route_heat.png
Bar = 50 um. 31 x 31 tiles, from dark blue (low) to red (high), scaled to the fullest tile. Values are wire area over tile area, all layers added.
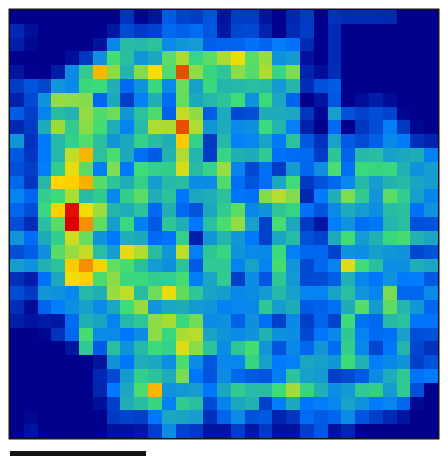
ff_map.png
Bar = 50 um. Other sequential cells in the stronger grey, the rest of the logic in the fainter grey.
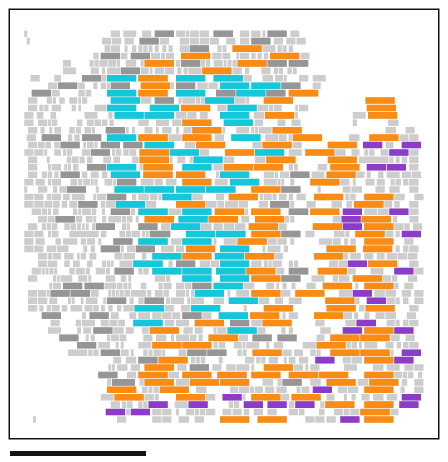
layers.png
Bar = 50 um.
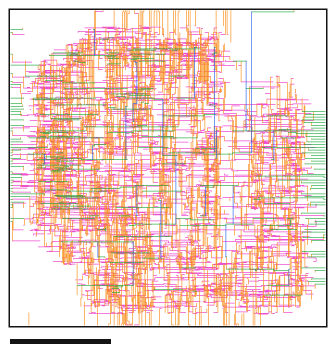
congestion_map.png
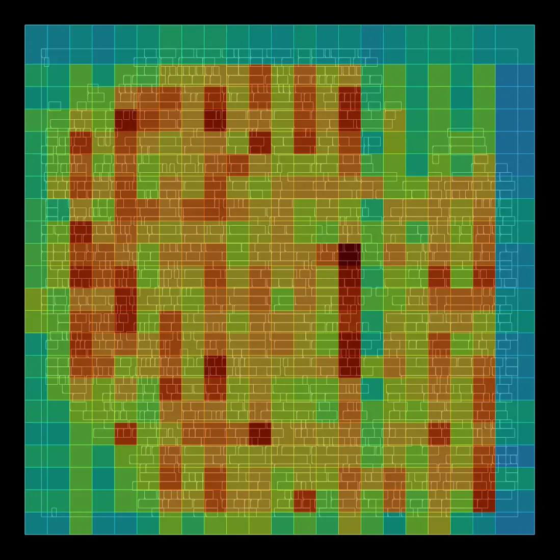
==> src/rtl/rv32_pkg.sv <==
// Shared RV32 fetch definitions: machine width, canonical NOP, default reset
// PC and the instruction+PC packet carried through the fetch queues.
package rv32_pkg;

  localparam int XLEN = 32;
  localparam logic [XLEN-1:0] NOP_INSN_DEFAULT = 32'h0000_0013;
  localparam logic [XLEN-1:0] RESET_PC_DEFAULT = 32'h0000_0000;

  typedef struct packed {
    logic [XLEN-1:0] insn;
    logic [XLEN-1:0] pc;
  } fetch_pkt_t;

  function automatic logic [XLEN-1:0] word_align(input logic [XLEN-1:0] addr);
    return {addr[XLEN-1:2], 2'b00};
  endfunction

endpackage

==> src/rtl/fetch_queue.sv <==
// Small synchronous FIFO of fetch packets with a combinational head view,
// a single-cycle flush and an occupancy count.
module fetch_queue
  import rv32_pkg::*;
#(
  parameter int DEPTH = 2,
  localparam int CNT_W = $clog2(DEPTH + 1),
  localparam int PTR_W = (DEPTH > 1) ? $clog2(DEPTH) : 1
) (
  input  logic             clk,
  input  logic             rst,
  input  logic             flush,
  input  logic             push,
  input  fetch_pkt_t       push_data,
  input  logic             pop,
  output fetch_pkt_t       head,
  output logic [CNT_W-1:0] count,
  output logic             empty,
  output logic             full
);

  fetch_pkt_t       mem_reg [DEPTH];
  logic [PTR_W-1:0] rd_ptr_reg;
  logic [PTR_W-1:0] wr_ptr_reg;
  logic [CNT_W-1:0] count_reg;
  logic [DEPTH-1:0] slot_we;
  logic             do_push;
  logic             do_pop;

  function automatic logic [PTR_W-1:0] ptr_inc(input logic [PTR_W-1:0] p);
    return (p == PTR_W'(DEPTH - 1)) ? '0 : p + PTR_W'(1);
  endfunction

  assign empty   = (count_reg == '0);
  assign full    = (count_reg == CNT_W'(DEPTH));
  assign do_pop  = pop && !empty;
  // A full queue may still take a push when the head leaves in the same cycle.
  assign do_push = push && (!full || do_pop);
  assign head    = mem_reg[rd_ptr_reg];
  assign count   = count_reg;

  for (genvar gi = 0; gi < DEPTH; gi++) begin : g_slot_we
    assign slot_we[gi] = do_push && (wr_ptr_reg == PTR_W'(gi));
  end

  always_ff @(posedge clk) begin
    for (int i = 0; i < DEPTH; i++) begin
      if (slot_we[i]) begin
        mem_reg[i] <= push_data;
      end
    end
  end

  always_ff @(posedge clk) begin
    if (!rst || flush) begin
      rd_ptr_reg <= '0;
      wr_ptr_reg <= '0;
      count_reg  <= '0;
    end else begin
      if (do_push) begin
        wr_ptr_reg <= ptr_inc(wr_ptr_reg);
      end
      if (do_pop) begin
        rd_ptr_reg <= ptr_inc(rd_ptr_reg);
      end
      case ({do_push, do_pop})
        2'b10:   count_reg <= count_reg + CNT_W'(1);
        2'b01:   count_reg <= count_reg - CNT_W'(1);
        default: count_reg <= count_reg;
      endcase
    end
  end

endmodule

==> src/rtl/fetch_stage.sv <==
// RV32 instruction-fetch stage: credit-limited word requests, in-order
// response queue with PC tags, one instruction per cycle to decode.
module fetch_stage
  import rv32_pkg::*;
#(
  parameter logic [XLEN-1:0] RESET_PC  = RESET_PC_DEFAULT,
  parameter int              BUF_DEPTH = 2,
  parameter logic [XLEN-1:0] NOP_INSN  = NOP_INSN_DEFAULT
) (
  input  logic            clk,
  input  logic            rst,
  output logic            imem_req,
  output logic [XLEN-1:0] imem_addr,
  input  logic            imem_ready,
  input  logic            imem_rvalid,
  input  logic [XLEN-1:0] imem_rdata,
  input  logic            redirect_en,
  input  logic [XLEN-1:0] redirect_pc,
  input  logic            stall,
  output logic [XLEN-1:0] ins_fetch_out,
  output logic [XLEN-1:0] pc_fetch_out,
  output logic            ins_valid
);

  localparam int CNT_W = $clog2(BUF_DEPTH + 1);
  localparam logic [CNT_W:0] CREDIT_MAX = (CNT_W + 1)'(BUF_DEPTH);

  logic [XLEN-1:0]  pc_reg, pc_next;
  logic [CNT_W-1:0] outstanding_reg, outstanding_next;
  logic [CNT_W-1:0] drop_cnt_reg, drop_cnt_next;
  logic [XLEN-1:0]  ins_reg, ins_next;
  logic [XLEN-1:0]  pc_out_reg, pc_out_next;
  logic             valid_reg, valid_next;

  logic             accept;
  logic             resp;
  logic             resp_drop;
  logic             resp_keep;
  logic             bypass;
  logic             q_push, q_pop, q_empty, q_full;
  logic             t_empty, t_full;
  logic [CNT_W-1:0] q_count, t_count;
  logic [CNT_W:0]   credit_used;
  fetch_pkt_t       q_head, q_in, t_head, t_in;
  logic             unused_sigs;

  // Requests in flight plus buffered words never exceed the queue depth,
  // so every response always has a slot waiting for it.
  assign credit_used = {1'b0, outstanding_reg} + {1'b0, q_count};
  assign imem_req    = rst && (credit_used < CREDIT_MAX) && !redirect_en;
  assign imem_addr   = pc_reg;
  assign accept      = imem_req && imem_ready;

  // A response with nothing outstanding is a leftover from before reset.
  assign resp      = imem_rvalid && (outstanding_reg != '0);
  assign resp_drop = resp && (drop_cnt_reg != '0);
  assign resp_keep = resp && (drop_cnt_reg == '0) && !redirect_en;
  assign bypass    = resp_keep && q_empty && !stall;
  assign q_push    = resp_keep && !bypass;
  assign q_pop     = !redirect_en && !stall && !q_empty;

  assign q_in = '{insn: imem_rdata, pc: t_head.pc};
  assign t_in = '{insn: '0, pc: pc_reg};

  fetch_queue #(.DEPTH(BUF_DEPTH)) u_insn_q (
    .clk       (clk),
    .rst       (rst),
    .flush     (redirect_en),
    .push      (q_push),
    .push_data (q_in),
    .pop       (q_pop),
    .head      (q_head),
    .count     (q_count),
    .empty     (q_empty),
    .full      (q_full)
  );

  // Tags of live (not-to-be-dropped) requests, in issue order.
  fetch_queue #(.DEPTH(BUF_DEPTH)) u_tag_q (
    .clk       (clk),
    .rst       (rst),
    .flush     (redirect_en),
    .push      (accept),
    .push_data (t_in),
    .pop       (resp_keep),
    .head      (t_head),
    .count     (t_count),
    .empty     (t_empty),
    .full      (t_full)
  );

  assign unused_sigs = &{1'b0, q_full, t_full, t_empty, t_count, t_head.insn};

  always_comb begin
    pc_next          = pc_reg;
    outstanding_next = outstanding_reg + CNT_W'(accept) - CNT_W'(resp);
    drop_cnt_next    = drop_cnt_reg - CNT_W'(resp_drop);
    ins_next         = ins_reg;
    pc_out_next      = pc_out_reg;
    valid_next       = valid_reg;

    if (accept) begin
      pc_next = pc_reg + 32'd4;
    end

    if (redirect_en) begin
      // Everything still in flight after this cycle belongs to the old path.
      pc_next       = word_align(redirect_pc);
      drop_cnt_next = outstanding_next;
      ins_next      = NOP_INSN;
      valid_next    = 1'b0;
    end else if (!stall) begin
      if (!q_empty) begin
        ins_next    = q_head.insn;
        pc_out_next = q_head.pc;
        valid_next  = 1'b1;
      end else if (bypass) begin
        ins_next    = imem_rdata;
        pc_out_next = t_head.pc;
        valid_next  = 1'b1;
      end else begin
        ins_next    = NOP_INSN;
        valid_next  = 1'b0;
      end
    end
  end

  always_ff @(posedge clk) begin
    if (!rst) begin
      pc_reg          <= RESET_PC;
      outstanding_reg <= '0;
      drop_cnt_reg    <= '0;
      ins_reg         <= NOP_INSN;
      pc_out_reg      <= '0;
      valid_reg       <= 1'b0;
    end else begin
      pc_reg          <= pc_next;
      outstanding_reg <= outstanding_next;
      drop_cnt_reg    <= drop_cnt_next;
      ins_reg         <= ins_next;
      pc_out_reg      <= pc_out_next;
      valid_reg       <= valid_next;
    end
  end

  assign ins_fetch_out = ins_reg;
  assign pc_fetch_out  = pc_out_reg;
  assign ins_valid     = valid_reg;

endmodule

==> config.mk <==
export PLATFORM = sky130hd
export DESIGN_NAME = fetch_stage
export DESIGN_NICKNAME = d
export VERILOG_FILES = /design/src/rtl/rv32_pkg.sv /design/src/rtl/fetch_queue.sv /design/src/rtl/fetch_stage.sv
export SDC_FILE = /design/constraint.sdc
export NUM_CORES = 1
export LEC_CHECK = 0
export CORE_MARGIN = 5
export CORE_UTILIZATION = 55
export CTS_BUF_LIST = sky130_fd_sc_hd__clkbuf_8
export CTS_CLUSTER_DIAMETER = 40
export DETAILED_ROUTE_END_ITERATION = 8
export PLACE_DENSITY = 0.83
export REMOVE_ABC_BUFFERS = 1
export SETUP_SLACK_MARGIN = 0.1
export SLEW_MARGIN = 20
export SYNTH_ARGS = -nofsm -noshare
export SYNTH_HDL_FRONTEND = slang
export SYNTH_SLANG_ARGS = --single-unit
==> constraint.sdc <==
create_clock -name clk -period 14.4 [get_ports clk]
set_clock_uncertainty 0.2 [all_clocks]
set_input_delay 4.32 -clock clk [delete_from_list [all_inputs] [get_ports clk]]
set_output_delay 4.32 -clock clk [all_outputs]
set_load 0.005 [all_outputs]
==> ci_impl_report.md <==
## Implementation flow summary

| Metric | Value |
|---|---|
| Status | `completed` |
| PD cells | `120 nW/um^2` |
| Clock net sink count | `291` |
| Commonest flop | `edfxtp_1` |
| Slew Viols, Final | `0` |
| WHS Endpoint | `pc_fetch_out[19]` |
| Chip area | `24600 sq um` |
| Flop-to-flop setup slack | `10.10 ns` |
| Reg-to-Reg End | `u_tag_q.mem_reg[0][11]` |
| Log Warnings | `28` |
| Worst EP required | `9.88 ns` |
| Maximum fanout along the worst path | `22` |
| Placed cell count | `1308` |
| Dominant logic cell types in the final layout | `edfxtp_1 (184), clkdlybuf4s50_1 (160), dfxtp_1 (105), mux2_2 (62), nand2_1 (58)` |
| Max power group | `sequential cells` |
| Leading area contributor after synthesis | `edfxtp_1` |
| Top non-seq family | `AND-OR/OR-AND gates` |
| Worst stage delay on the critical path | `0.59 ns` |
| Clock power frac | `0.385` |
| RSZ-0062 raised after global routing | `no` |
| Cells after synthesis | `931` |
| Flop count | `291` |
| Clock-cell share of area | `0.0624` |
| Adder share | `0.00801` |
| Max reg flops | `124` |
| Warnings, synthesis | `0` |
| GPL Wtd Cong | `0.805` |
| Worst Path Arrival | `5.99 ns` |
| TAP cells | `275` |
| Top routing layer in use | `met4` |
| Reg clk slew, reported paths | `0.05 ns` |
| Top Ports | `168` |
| Comb/total area | `0.269` |
| Aoi share | `0.117` |
| Largest net degree at the start of global routing | `93` |
| Int Pwr | `0.00134 W` |
| Worst R2R Path Depth | `8` |
| Initial Utilization | `0.561` |
| Simple-Gate Area Share | `0.0995` |
| Signal buffers | `172` |
| Place WS | `3.91 ns` |
| #MultiIn Comb | `557` |
| Clock Path Buffers | `3` |
| M3 GR Usage | `0.0462` |
| Min Hold Slack | `0.274 ns` |
| Clk power | `0.000675 W` |
| Top-area cell share | `0.465` |
| CTS Hold Buffers Added | `0` |
| Worst Setup Slack, final | `3.89 ns` |
| Congestion Overflow GR | `0` |
| DP HPWL | `16900 um` |
| Slew margin rel. | `0.260` |
| Hold Path Class | `reg2reg` |
| Mapped Area | `11900 sq um` |
| Reg2reg start | `u_insn_q.count[0]` |
| Post-DRT Antenna Nets | `0` |
| 1st-iter DRT viols | `665` |
| Hold Path Depth | `2` |
| Met2 wire length | `13800 um` |
| H-tree depth | `2` |
| Post-CTS Setup Bufs | `0` |
| CTS tree | `built` |
-- route_heat.png (at the start) --
The densest ninth of the die: middle left. The emptiest ninth of the die: upper right. 14% of the tiles are nearly empty. The fullest tile reaches 0.66. The mean over all tiles is 0.19.
routed vias: 8428
drt wl/cell: 20.3 um
Total Wirelength: 28300 um

-- ff_map.png (at the start) --
Purple is ins_fetch_out, flops 32. Orange is u_insn_q.mem_reg, flops 124. Cyan is u_tag_q.mem_reg, flops 60.
Another 75 sequential cells are not coloured.
Final Core Density: 0.690
power in sequential cells: 0.000933 W
flop share of the area: 0.526
Reg area: 7670 sq um

-- layers.png (at the start) --
Blue is M4, wire length 484 um. Magenta is M1, wire length 11500 um. Green is M3, wire length 2440 um. Orange is M2, wire length 13800 um.
Total GRT Usage: 0.227

-- congestion_map.png (at the start) --
GR Util met2: 0.386
met1 GRT Util: 0.296
GRT busiest layer: met2

[cell usage after synthesis (2+ instances only)]
master       n
nor2_1      30
buf_2        8
a221oi_1    30
nand4_1      7
and3_1       6
xnor2_1     10
and4_1       4
or4_1        9
o2111ai_1   30
clkbuf_1    60
nand3_1     11
mux2_2      62
xor2_1       8
ha_1         6
mux2i_1     33
a221o_1      4
nor2b_1     29
a211oi_1     3
and2_1       7
nand2_1     58
nor3_1      36
o21ai_0     57
or2_2        3
o22ai_1      3
inv_1       12
a21oi_1     44
edfxtp_1   184
o211ai_1     8
o31ai_1      4
o311a_1      4
nand2b_1     3
a311oi_1     2
dfxtp_1    107
a31oi_1     13
o311ai_0     2
buf_4        4
or3_1       13
[worst max-delay path, delay by kind of cell]
kind | cells | cell delay (ns)
simple gates | 1 | 0.38
buf+inv | 3 | 1.28
Power figures rest on the tool's default switching activity, not on a simulated workload.
